--- config.mk ---
export PLATFORM = sky130hd
export DESIGN_NAME = pwm_audio_out
export DESIGN_NICKNAME = d
export VERILOG_FILES = /design/src/rtl/pwm_audio_out.sv
export SDC_FILE = /design/constraint.sdc
export NUM_CORES = 1
export LEC_CHECK = 0
export ABC_CLOCK_PERIOD_IN_PS = 4000
export CAP_MARGIN = 0
export CORE_UTILIZATION = 60
export CTS_CLUSTER_DIAMETER = 100
export DETAILED_ROUTE_END_ITERATION = 12
export GPL_TIMING_DRIVEN = 0
export HOLD_SLACK_MARGIN = 0.06
export PLACE_DENSITY = 0.8
export SLEW_MARGIN = 10
export SYNTH_ARGS = -nofsm -noshare
export SYNTH_HDL_FRONTEND = slang
export SYNTH_SLANG_ARGS = --single-unit
export TNS_END_PERCENT = 30
--- constraint.sdc ---
create_clock -name clk -period 4 [get_ports clk]
set_clock_uncertainty 0.1 [all_clocks]
set_input_delay 0.8 -clock clk [delete_from_list [all_inputs] [get_ports clk]]
set_output_delay 0.8 -clock clk [all_outputs]
set_load 0.03 [all_outputs]
--- src/rtl/pwm_audio_out.sv ---
// pwm_audio_out
//   Buffered PWM audio output stage. Samples are pushed into a small FIFO and
//   one sample is consumed per PWM period (2^SAMPLE_WIDTH clock cycles). The
//   sample in use sets the number of cycles per period that aud_pwm is high.
//
//   Parameters:
//     CPU_CLOCK_FREQ - informational clock rate, for software sample-rate math
//     SAMPLE_WIDTH   - PWM resolution in bits, period = 2^SAMPLE_WIDTH cycles
//     FIFO_DEPTH     - sample buffer entries (power of two, >= 2)
//
//   Ports:
//     clk            - sole clock, rising edge
//     rst_n          - synchronous active-low reset
//     enable         - playback enable (cnt held at 0 and no pops while low)
//     in_data        - unsigned duty sample
//     in_valid       - in_data valid
//     in_ready       - FIFO can accept (depends only on occupancy)
//     fifo_count     - current FIFO occupancy
//     aud_pwm        - registered PWM output
//     aud_sd         - amplifier shutdown-bar, registered copy of enable
//     underrun_count - saturating count of wraps with an empty FIFO
//                      (only with PWM_AUDIO_UNDERRUN_COUNT_EN defined)
//
//   Optional feature macro: PWM_AUDIO_UNDERRUN_COUNT_EN

module pwm_audio_out #(
  parameter int CPU_CLOCK_FREQ = 90_000_000,
  parameter int SAMPLE_WIDTH   = 10,
  parameter int FIFO_DEPTH     = 8
) (
  input  logic                          clk,
  input  logic                          rst_n,
  input  logic                          enable,
  input  logic [SAMPLE_WIDTH-1:0]       in_data,
  input  logic                          in_valid,
  output logic                          in_ready,
  output logic [$clog2(FIFO_DEPTH):0]   fifo_count,
  output logic                          aud_pwm,
  output logic                          aud_sd
`ifdef PWM_AUDIO_UNDERRUN_COUNT_EN
  ,
  output logic [15:0]                   underrun_count
`endif
);

  localparam int PW = $clog2(FIFO_DEPTH);
  localparam int CW = PW + 1;

  logic [SAMPLE_WIDTH-1:0] mem [FIFO_DEPTH];
  logic [PW-1:0]           wr_ptr;
  logic [PW-1:0]           rd_ptr;
  logic [SAMPLE_WIDTH-1:0] cnt;
  logic [SAMPLE_WIDTH-1:0] duty;

  logic fifo_empty;
  logic wrap;
  logic push;
  logic pop;

  // in_ready looks only at occupancy, so a full FIFO refuses a push even on
  // the cycle a pop frees an entry.
  always_comb begin
    in_ready   = (fifo_count != CW'(FIFO_DEPTH));
    fifo_empty = (fifo_count == '0);
    wrap       = enable && (cnt == '1);
    push       = in_valid && in_ready;
    pop        = wrap && !fifo_empty;
  end

  // Sample storage; contents are don't-care until written.
  always_ff @(posedge clk) begin
    if (rst_n && push) begin
      mem[wr_ptr] <= in_data;
    end
  end

  // FIFO pointers and occupancy. Pointers wrap naturally at FIFO_DEPTH
  // because the depth is a power of two.
  always_ff @(posedge clk) begin
    if (!rst_n) begin
      wr_ptr     <= '0;
      rd_ptr     <= '0;
      fifo_count <= '0;
    end else begin
      if (push) wr_ptr <= wr_ptr + PW'(1);
      if (pop)  rd_ptr <= rd_ptr + PW'(1);
      case ({push, pop})
        2'b10:   fifo_count <= fifo_count + CW'(1);
        2'b01:   fifo_count <= fifo_count - CW'(1);
        default: fifo_count <= fifo_count;
      endcase
    end
  end

  // Period counter, duty register and registered outputs. The pop happens on
  // the last cycle of a period so the new duty is in place when cnt is 0.
  always_ff @(posedge clk) begin
    if (!rst_n) begin
      cnt     <= '0;
      duty    <= '0;
      aud_pwm <= 1'b0;
      aud_sd  <= 1'b0;
    end else begin
      cnt     <= enable ? cnt + SAMPLE_WIDTH'(1) : '0;
      if (pop) duty <= mem[rd_ptr];
      aud_pwm <= enable && (cnt < duty);
      aud_sd  <= enable;
    end
  end

`ifdef PWM_AUDIO_UNDERRUN_COUNT_EN
  logic underrun;

  always_comb begin
    underrun = wrap && fifo_empty;
  end

  always_ff @(posedge clk) begin
    if (!rst_n) begin
      underrun_count <= '0;
    end else if (underrun && (underrun_count != '1)) begin
      underrun_count <= underrun_count + 16'd1;
    end
  end
`endif

endmodule

**Clock distribution**

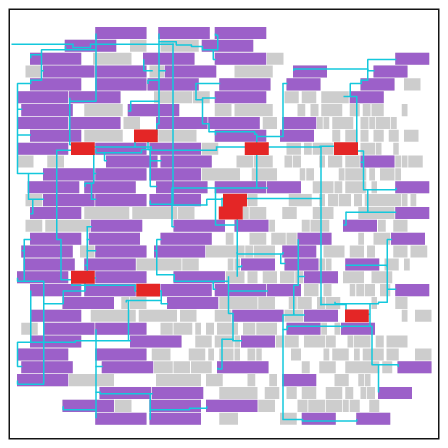
[cyan] clock wires | length: 1100 um
[red] clock-net drivers | count: 9
[purple] flip-flops | count: 112
routed clock nets	10
flops lie	all over the die
Worst-Skew Late Latency: 370 ps
relative contribution of the clock network to total power: 32.2%
clock group power: 0.645 mW

**Zoomed window**

Bar = 10 um. Window x 33 to 58, y 15 to 40 um. Cells in gray, sequential cells in the stronger gray; small squares are vias.
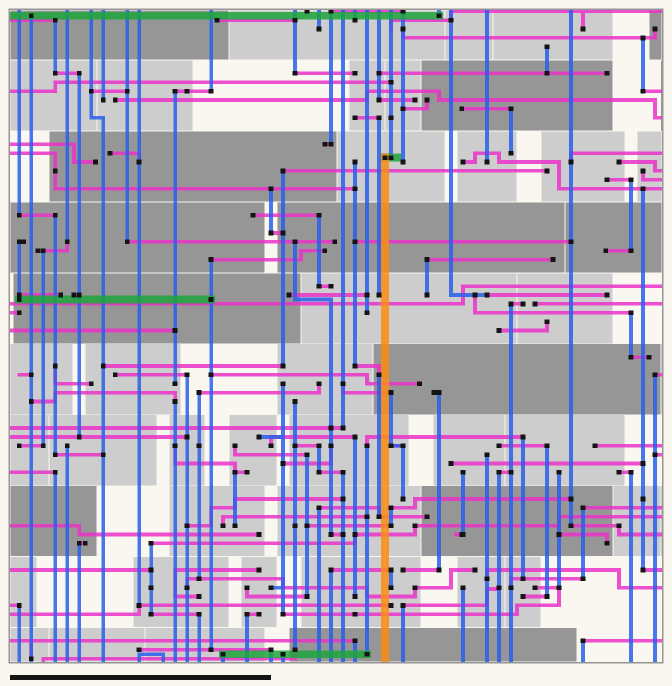
color	layer
blue	M2
magenta	M1
orange	M4
green	M3
cells with their middle in the window	39
netlist names of flops here include	mem (6)
most frequent	edfxtp_1 (6)
sequential cells in the window	9

**Cell outlines without signal wires**

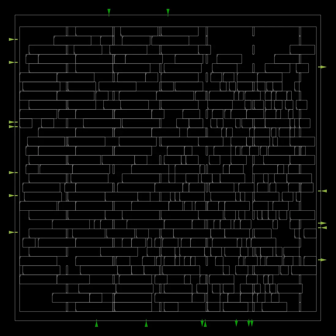
Tapcells: 99
standard-cell row count: 31

## state kept, by name (all words and copies together) (netlist names)
register    cells
aud_pwm         1
rd_ptr          3
fifo_count      4
cnt            10
aud_sd          1
wr_ptr          3
duty           10
mem            80
## worst max path at each step
stage	startpoint	endpoint	depth (start not counted)
after CTS	enable	fifo_count[3]	10
final	enable	fifo_count[3]	10
after global placement	in_valid	mem[1][3]	3
after floorplan	enable	fifo_count[3]	9
after global routing	enable	fifo_count[3]	10
after detailed placement	enable	fifo_count[3]	10
## layer usage
layer  vias to the layer above  wire, um  track usage, %
li1                       1209         -               -
met1                      1271      3530            27.4
met2                        58      4140            36.2
met3                        11       335            6.57
met4                         0       157            8.74
met5                         -         0               0
==> results_dict.tcl <==
# metrics dict for downstream scripts
set metrics [dict create \
    cts.hold.buffers_added 0 \
    layout.buffer.nonclock.area_share_pct 6.34 \
    outcome "finished clean" \
    compound_area_share_pct 4.82 \
    critical_path.endpoint_type "register" \
    grt_pass1_vias 2600 \
    yosys-top-cells-area "edfxtp_1, dfxtp_1, mux4_2, ha_1, mux4_1" \
    synthesis.yosys.warnings 0 \
    io_buffer_count 19 \
    fp_nets 328 \
    layout_top_cells_excl_fill_tap "edfxtp_1, dfxtp_1, clkdlybuf4s50_1" \
    initialDrtViolationCount 146 \
    pwr-share-seq_pct 63.4 \
    reg2reg_setup_slack_ps 960 \
    wl_per_cell_um 18.6 \
    chipArea_um2 8200 \
    edf_count 80 \
    clock_sinks 112 \
    mostFrequentLayoutCell "edfxtp_1" \
    report.final.setup_viol 0 \
    ir_worst_vdd_mv 0.399 \
    antenna_cells_inserted 0 \
    tritoncts.num_buffers 9 \
    finish.utilization_pct 71.6 \
    total_routed_length_um 8160 \
    synth.mux.area_fraction_pct 13.1 \
    rsz0062_at_grt "false" \
    cpLargestDelayFamily "buffers and inverters" \
    worst_flop_to_flop_path_startpoint "cnt[1]" \
    detailroute.via_count 2549 \
    async_flop_share_pct 0 \
    hold-path-endpoint "cnt[0]" \
    power.leakage_nw 1.78 \
    power_report.internal_total_mw 1.54 \
    ys_top_cells_by_count "edfxtp_1, dfxtp_1, ha_1, inv_1, mux2i_1" \
    layout-drive-gt1-share_pct 18.9 \
    antenna_violations_before_repair 0 \
    post-cts-setup-buffer-count 0 \
    finalSetupTns_ps 0 \
    finalInstanceArea_um2 5310 \
    design_power_total_mw 2.00 \
    synthXorXnorAreaFrac_pct 2.23 \
    final_min_period_over_clock_period_pct 78.7 \
    p_comb_mw 0.0872 \
    cts_tree "done" \
    design.final.nets 364 \
    clock_tree.htree_level_count 3 \
    min_delay_path_depth 1 \
    power-top-group "sequential cells" \
    slew_headroom_pct 25.6 \
    grt_max_degree 22 \
    gp_congestion 0.739 \
    simple_gate_area_share_of_the_yosys_netlist_pct 7.77 \
    stdcell_count 438 \
    mappedNetlistArea_um2 4700 \
    yosysTopAreaCell "edfxtp_1" \
    layout.cells.largest_class "sequential cells" \
    share_comb_of_total_power_pct 4.4 \
    sw_ratio_pct 23.0 \
    buffers_excl_clock 37 \
    floorplan.io_pins 21 \
    dp_worst_setup_slack_ps 448 \
    yosysSeqAreaShare_pct 64.7 \
    seq_area_share_pct 57.3 \
    power.density_nw_per_um2 377 \
    dr_pass1_iterations 4 \
    flop-count 112 \
    clkbuf_count 9 \
    r2r.worst_path.cells 10 \
    clock_cell_share_of_area_pct 3.65 \
    timing.critical_path.from_type "primary input" \
    die_y_um 90.5 \
    path_max_fanout 10 \
    area.share.combinational_pct 29.3 \
    critical_path_arrival_ps 3360 \
]
Power and IR drop assume default switching activity.
